--- config.mk ---
export PLATFORM = sky130hd
export DESIGN_NAME = uart_tx_fifo_flat
export DESIGN_NICKNAME = d
export VERILOG_FILES = /design/src/rtl/uart_tx_fifo_if.sv /design/src/rtl/uart_tx_fifo.sv /design/src/flat_wrapper.sv
export SDC_FILE = /design/constraint.sdc
export NUM_CORES = 1
export LEC_CHECK = 0
export CAP_MARGIN = 20
export CORE_MARGIN = 4
export CORE_UTILIZATION = 55
export CTS_CLUSTER_SIZE = 8
export DETAILED_ROUTE_END_ITERATION = 8
export GPL_TIMING_DRIVEN = 0
export PLACE_DENSITY = 0.71
export SYNTH_ARGS = -nofsm -noshare
export SYNTH_HDL_FRONTEND = slang
export SYNTH_SLANG_ARGS = --single-unit
--- constraint.sdc ---
create_clock -name clk -period 2.85 [get_ports clk]
set_clock_uncertainty 0.15 [all_clocks]
set_input_delay 0.57 -clock clk [delete_from_list [all_inputs] [get_ports clk]]
set_output_delay 0.57 -clock clk [all_outputs]
set_load 0.01 [all_outputs]
--- src/rtl/uart_tx_fifo_if.sv ---
// Byte-write handshake between a producer (CPU/peripheral) and the UART transmitter FIFO.
interface uart_tx_fifo_if;
    logic [7:0] tx_data;
    logic       tx_valid;
    logic       tx_ready;

    // Producer side: offers a byte, observes back-pressure.
    modport master (
        output tx_data,
        output tx_valid,
        input  tx_ready
    );

    // Transmitter side: accepts a byte when not full.
    modport slave (
        input  tx_data,
        input  tx_valid,
        output tx_ready
    );
endinterface

--- src/rtl/uart_tx_fifo.sv ---
// 8N1 UART transmitter fed by a small byte FIFO. Bit timing is driven by an
// external oversampling tick enable in the clk domain; txd is registered.
module uart_tx_fifo #(
    parameter int unsigned FIFO_DEPTH    = 4,
    parameter int unsigned TICKS_PER_BIT = 4,
    parameter int unsigned STOP_BITS     = 1
) (
    input  logic                        clk,
    input  logic                        resetn,
    input  logic                        tick,
    uart_tx_fifo_if.slave               tx,
    output logic                        txd,
    output logic                        busy,
    output logic [$clog2(FIFO_DEPTH):0] fifo_level
);

    localparam int unsigned AW         = $clog2(FIFO_DEPTH);
    localparam int unsigned LW         = AW + 1;
    localparam int unsigned STOP_TICKS = STOP_BITS * TICKS_PER_BIT;
    localparam int unsigned CW         = (STOP_TICKS > 1) ? $clog2(STOP_TICKS) : 1;

    localparam logic [CW-1:0] BIT_LAST  = CW'(TICKS_PER_BIT - 1);
    localparam logic [CW-1:0] STOP_LAST = CW'(STOP_TICKS - 1);
    localparam logic [LW-1:0] LEVEL_MAX = LW'(FIFO_DEPTH);

    typedef enum logic [1:0] {
        IDLE,
        START,
        DATA,
        STOP
    } state_t;

    logic [7:0]    mem [FIFO_DEPTH];
    logic [AW-1:0] wr_ptr;
    logic [AW-1:0] rd_ptr;
    logic          push;
    logic          pop;

    state_t        state;
    logic [CW-1:0] tcnt;
    logic [2:0]    bidx;
    logic [7:0]    shift;

    assign tx.tx_ready = (fifo_level != LEVEL_MAX);

    // Handshake and dequeue decisions; pop looks only at the registered level.
    always_comb begin
        push = tx.tx_valid && tx.tx_ready;
        pop  = 1'b0;
        if (tick && (fifo_level != '0)) begin
            if (state == IDLE) begin
                pop = 1'b1;
            end else if ((state == STOP) && (tcnt == STOP_LAST)) begin
                pop = 1'b1;
            end
        end
    end

    // FIFO storage write port.
    always_ff @(posedge clk) begin
        if (push) begin
            mem[wr_ptr] <= tx.tx_data;
        end
    end

    // FIFO pointers and occupancy; simultaneous push and pop leave the level unchanged.
    always_ff @(posedge clk or negedge resetn) begin
        if (!resetn) begin
            wr_ptr     <= '0;
            rd_ptr     <= '0;
            fifo_level <= '0;
        end else begin
            if (push) begin
                wr_ptr <= wr_ptr + AW'(1);
            end
            if (pop) begin
                rd_ptr <= rd_ptr + AW'(1);
            end
            case ({push, pop})
                2'b10:   fifo_level <= fifo_level + LW'(1);
                2'b01:   fifo_level <= fifo_level - LW'(1);
                default: fifo_level <= fifo_level;
            endcase
        end
    end

    // Frame sequencer: advances only on tick cycles and registers txd/busy.
    always_ff @(posedge clk or negedge resetn) begin
        if (!resetn) begin
            state <= IDLE;
            txd   <= 1'b1;
            busy  <= 1'b0;
            tcnt  <= '0;
            bidx  <= '0;
            shift <= '0;
        end else if (tick) begin
            case (state)
                IDLE: begin
                    if (pop) begin
                        shift <= mem[rd_ptr];
                        txd   <= 1'b0;
                        tcnt  <= '0;
                        busy  <= 1'b1;
                        state <= START;
                    end
                end
                START: begin
                    if (tcnt == BIT_LAST) begin
                        tcnt  <= '0;
                        bidx  <= '0;
                        txd   <= shift[0];
                        state <= DATA;
                    end else begin
                        tcnt <= tcnt + CW'(1);
                    end
                end
                DATA: begin
                    if (tcnt == BIT_LAST) begin
                        tcnt <= '0;
                        if (bidx == 3'd7) begin
                            txd   <= 1'b1;
                            state <= STOP;
                        end else begin
                            bidx <= bidx + 3'd1;
                            txd  <= shift[bidx + 3'd1];
                        end
                    end else begin
                        tcnt <= tcnt + CW'(1);
                    end
                end
                STOP: begin
                    if (tcnt == STOP_LAST) begin
                        tcnt <= '0;
                        if (pop) begin
                            // Next start bit follows the stop period with no idle gap.
                            shift <= mem[rd_ptr];
                            txd   <= 1'b0;
                            state <= START;
                        end else begin
                            busy  <= 1'b0;
                            state <= IDLE;
                        end
                    end else begin
                        tcnt <= tcnt + CW'(1);
                    end
                end
                default: begin
                    txd   <= 1'b1;
                    busy  <= 1'b0;
                    tcnt  <= '0;
                    state <= IDLE;
                end
            endcase
        end
    end

endmodule

--- src/flat_wrapper.sv ---
// flat-port wrapper written by rule: the top's interface ports become plain ports
module uart_tx_fifo_flat 
#(
    parameter int unsigned FIFO_DEPTH    = 4,
    parameter int unsigned TICKS_PER_BIT = 4,
    parameter int unsigned STOP_BITS     = 1
)
  (clk, resetn, tick, txd, busy, fifo_level, tx_tx_data, tx_tx_valid, tx_tx_ready);
  uart_tx_fifo_if tx_i ();
  input  logic clk;
  input  logic resetn;
  input  logic tick;
  output logic txd;
  output logic busy;
  output logic [$clog2(FIFO_DEPTH):0] fifo_level;
  input wire logic [$bits(tx_i.tx_data)-1:0] tx_tx_data;
  input wire logic [$bits(tx_i.tx_valid)-1:0] tx_tx_valid;
  output wire logic [$bits(tx_i.tx_ready)-1:0] tx_tx_ready;
  assign tx_i.tx_data = tx_tx_data;
  assign tx_i.tx_valid = tx_tx_valid;
  assign tx_tx_ready = tx_i.tx_ready;
  uart_tx_fifo #(.FIFO_DEPTH(FIFO_DEPTH), .TICKS_PER_BIT(TICKS_PER_BIT), .STOP_BITS(STOP_BITS)) u_core (.clk(clk), .resetn(resetn), .tick(tick), .tx(tx_i), .txd(txd), .busy(busy), .fifo_level(fifo_level));
endmodule
Fig. 1: the metal 4 layer
Cells faint in the background.
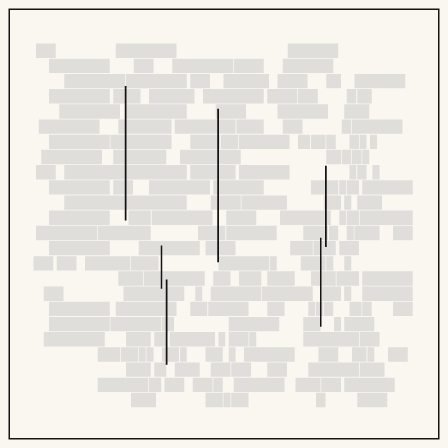
share of all routed wire: 2.4%
longest straight run: 27.2 um

Fig. 2: close-up of the layout
Window x 45 to 70, y 7 to 32 um. Cells in gray, sequential cells in the stronger gray; small squares are vias.
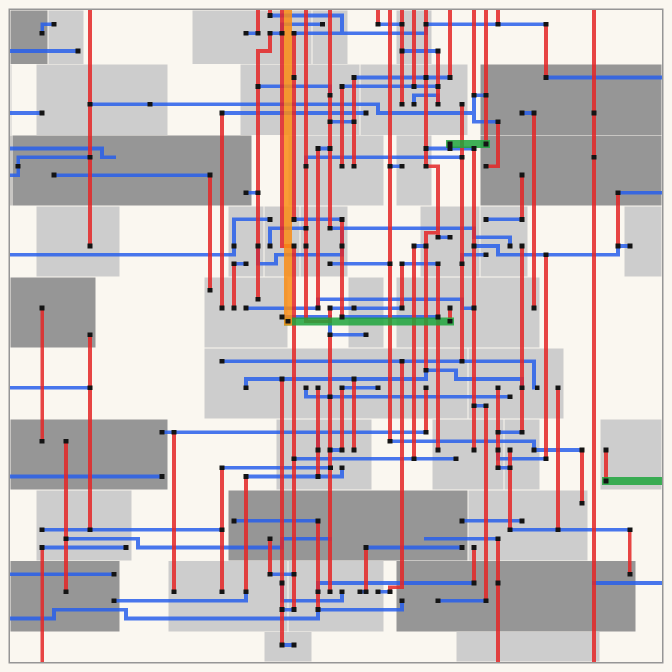
| color | layer |
|---|---|
| orange | met4 |
| red | met2 |
| blue | met1 |
| green | met3 |
most frequent: dfrtp_1 (6), nor2_1 (3), ha_1 (3)
netlist names of flops here include: u_core.state (2), u_core.tcnt (2)
cells with their middle in the window: 34
sequential cells in the window: 6

Fig. 3: metal layers overlaid
Only two layers are drawn.
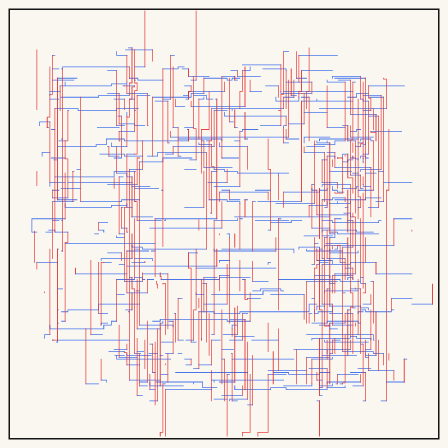
| color | layer | wire length |
|---|---|---|
| red | met2 | 2,330 um |
| blue | met1 | 1,740 um |
via count: 1,461
routed wire length: 4330 um

Fig. 4: power grid
Scale bar: 20 um. Pins as bars on the die edge. Tap cells in gray.
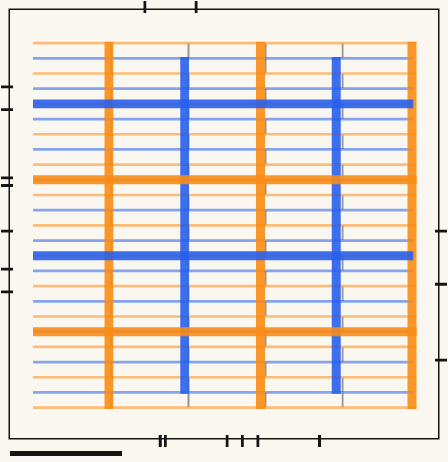
| color | net |
|---|---|
| blue | VDD |
| orange | VSS |
rows: 24
met4 straps: 5

-- synthesized netlist by cell type, types with 2 or more instances --
master,count,share of area [%]
mux4_2,6,5.2
o21ai_0,3,0.58
and3_1,4,0.97
a32o_1,2,0.77
mux2i_1,4,1.5
buf_2,2,0.39
mux2_4,9,5.2
ha_1,12,5.8
xor2_1,3,1.0
edfxtp_1,32,37
a31oi_1,2,0.48
a22oi_1,3,0.87
mux4_1,3,3.0
o22ai_1,2,0.48
xnor2_1,3,1.0
a21oi_1,3,0.58
nand3_1,2,0.39
nand2_1,6,0.87
dfrtp_1,23,22
o31ai_1,2,0.58
nor2_1,7,1.0
inv_1,11,1.6
nor3_1,2,0.39
-- state kept, by name, summed over array words and instances, names as in the netlist --
| register | cells |
|---|---|
| u_core.shift | 8 |
| u_core.txd | 1 |
| u_core.state | 2 |
| u_core.rd_ptr | 2 |
| u_core.wr_ptr | 2 |
| u_core.mem | 32 |
| u_core.fifo_level | 3 |
| u_core.tcnt | 2 |
| u_core.busy | 1 |
| u_core.bidx | 3 |
-- metrics by stage --
stage / instances / util, % / hold WS [ps]
after floorplan: 164 / - / 124
after global placement: 232 / 63.4 / 327
after detailed placement: 232 / 63.4 / 338
after CTS: 240 / 65.6 / 363
after global routing: 241 / 65.9 / 384
final: 241 / 65.9 / 359
-- per-layer routing --
metal | wire, um | part of all wire [%] | track usage [%] | vias to the layer above
li1 | - | - | - | 671
met1 | 1740 | 40 | 19.3 | 739
met2 | 2330 | 54 | 28.0 | 37
met3 | 163 | 3.8 | 3.98 | 14
met4 | 103 | 2.4 | 7.25 | 0
met5 | 0 | 0 | 0 | -
==> run notes <==
Physical implementation status

The flow ran to the end, and the final reports show no timing, DRC or antenna violations. Sequential cells were found to cover 60.3% of the synthesized design area. Entering global routing, the biggest net connects 25 pins.

Per the post-route antenna check, the number of violating nets is 0. Per the OpenROAD timing report, the critical path contains 10 cells. The total clock sinks stands at 56. Per report_power, the top consumer among the power groups is sequential cells.

Pins over their slew limit in the final report were tallied at 0. The floorplan step records an initial core utilization of 58.3%. In the final design, more cell area goes to sequential cells than to any other class. In this run the tools logged warnings totalling 32.

The total area of sequential cells stands at 1560 um^2. The number of DRC markers in iteration 0 stands at 50. After routing the design area is 2930 um^2.

The launch point of the worst register-to-register path is recorded as u_core.state[0]. Global routing finished with a remaining overflow of 0. The area share of xor/xnor cells in the synthesized design stands at 2.03%.

The data arrival at the endpoint of the critical path stands at 2610 ps. The well tap count stands at 52. The script computed the net switching share of total power as 34.8%. The area inside the core boundary stands at 4440 um^2. Cell internal power was estimated by the tool at 1.96 mW. STA classifies the critical path startpoint as a flip-flop. OpenROAD reports that the post-layout worst path occupies 88.0% of the period. The netlist uses 41 different library cells. The final worst-path setup slack stands at 341 ps. The routed via count divided by cell count stands at 6.06. Multiplexer cells account for 15.4% of the synthesized area.

The combinational fraction of design power stands at 41.1%. Per the finish-stage timing summary, setup violations number 0. The via count of the first global-routing pass stands at 1,598. The sequential logic power stands at 1.31 mW. The number of design rule violations left after detail routing stands at 0.

The detailed-routing iteration count for the pre-antenna-repair pass stands at 4. The most critical min-delay path falls under reg2reg. TritonCTS built the clock tree. The setup slack after placement stands at 268 ps. The wire length of the first global-routing pass stands at 7510 um. After floorplanning, the core was divided into 24 placement rows. The final layout report lists a non-clock buffer count of 21. In this run the deepest clock path goes through 2 buffers.

The cell area that synthesis handed to floorplanning was 2590 um^2. For hold timing, the worst endpoint is u_core.tcnt[1]. The number of clock buffers inserted by TritonCTS stands at 5. The proportion of power drawn by flip-flops and latches stands at 43.5%. The critical path ends at u_core.fifo_level[2].

The final weighted congestion recorded by global placement is 0.934. The die is 76.7 um tall. For reference, the most critical setup path is categorized as reg2reg. The post-synthesis average cell area stands at 15.8 um^2.

The ratio of cells with drive above 1 in the final layout stands at 19.6%. For reference, full adder, half adder and majority cells occupy 6.56% of the area reported after synthesis. The number of antenna violations at the first check in global routing stands at 0. The worst hold path cell count stands at 1. The sequential cell count stands at 56. The timing report shows that the slowest cell on the worst path is dfrtp_1. Counting the fill cells in the layout gives 335.

Per the post-synthesis report, the nets total 189. Per the synthesis report, the simple-gate share of the synthesized area is 5.31%. Of the total power, the clock network draws 15.4%. In the synthesized netlist the dominant register cell turns out to be edfxtp_1.

The chip occupies 5880 um^2. Hold repair after CTS inserted 0 buffers. The power density over the cells stands at 1020 nW/um^2.

The share of final layout cell area taken by non-clock buffers stands at 6.83%. The top cell types in the final layout, fill and taps aside, are edfxtp_1, dfrtp_1, clkdlybuf4s50_1.
Power and IR drop assume default switching activity.
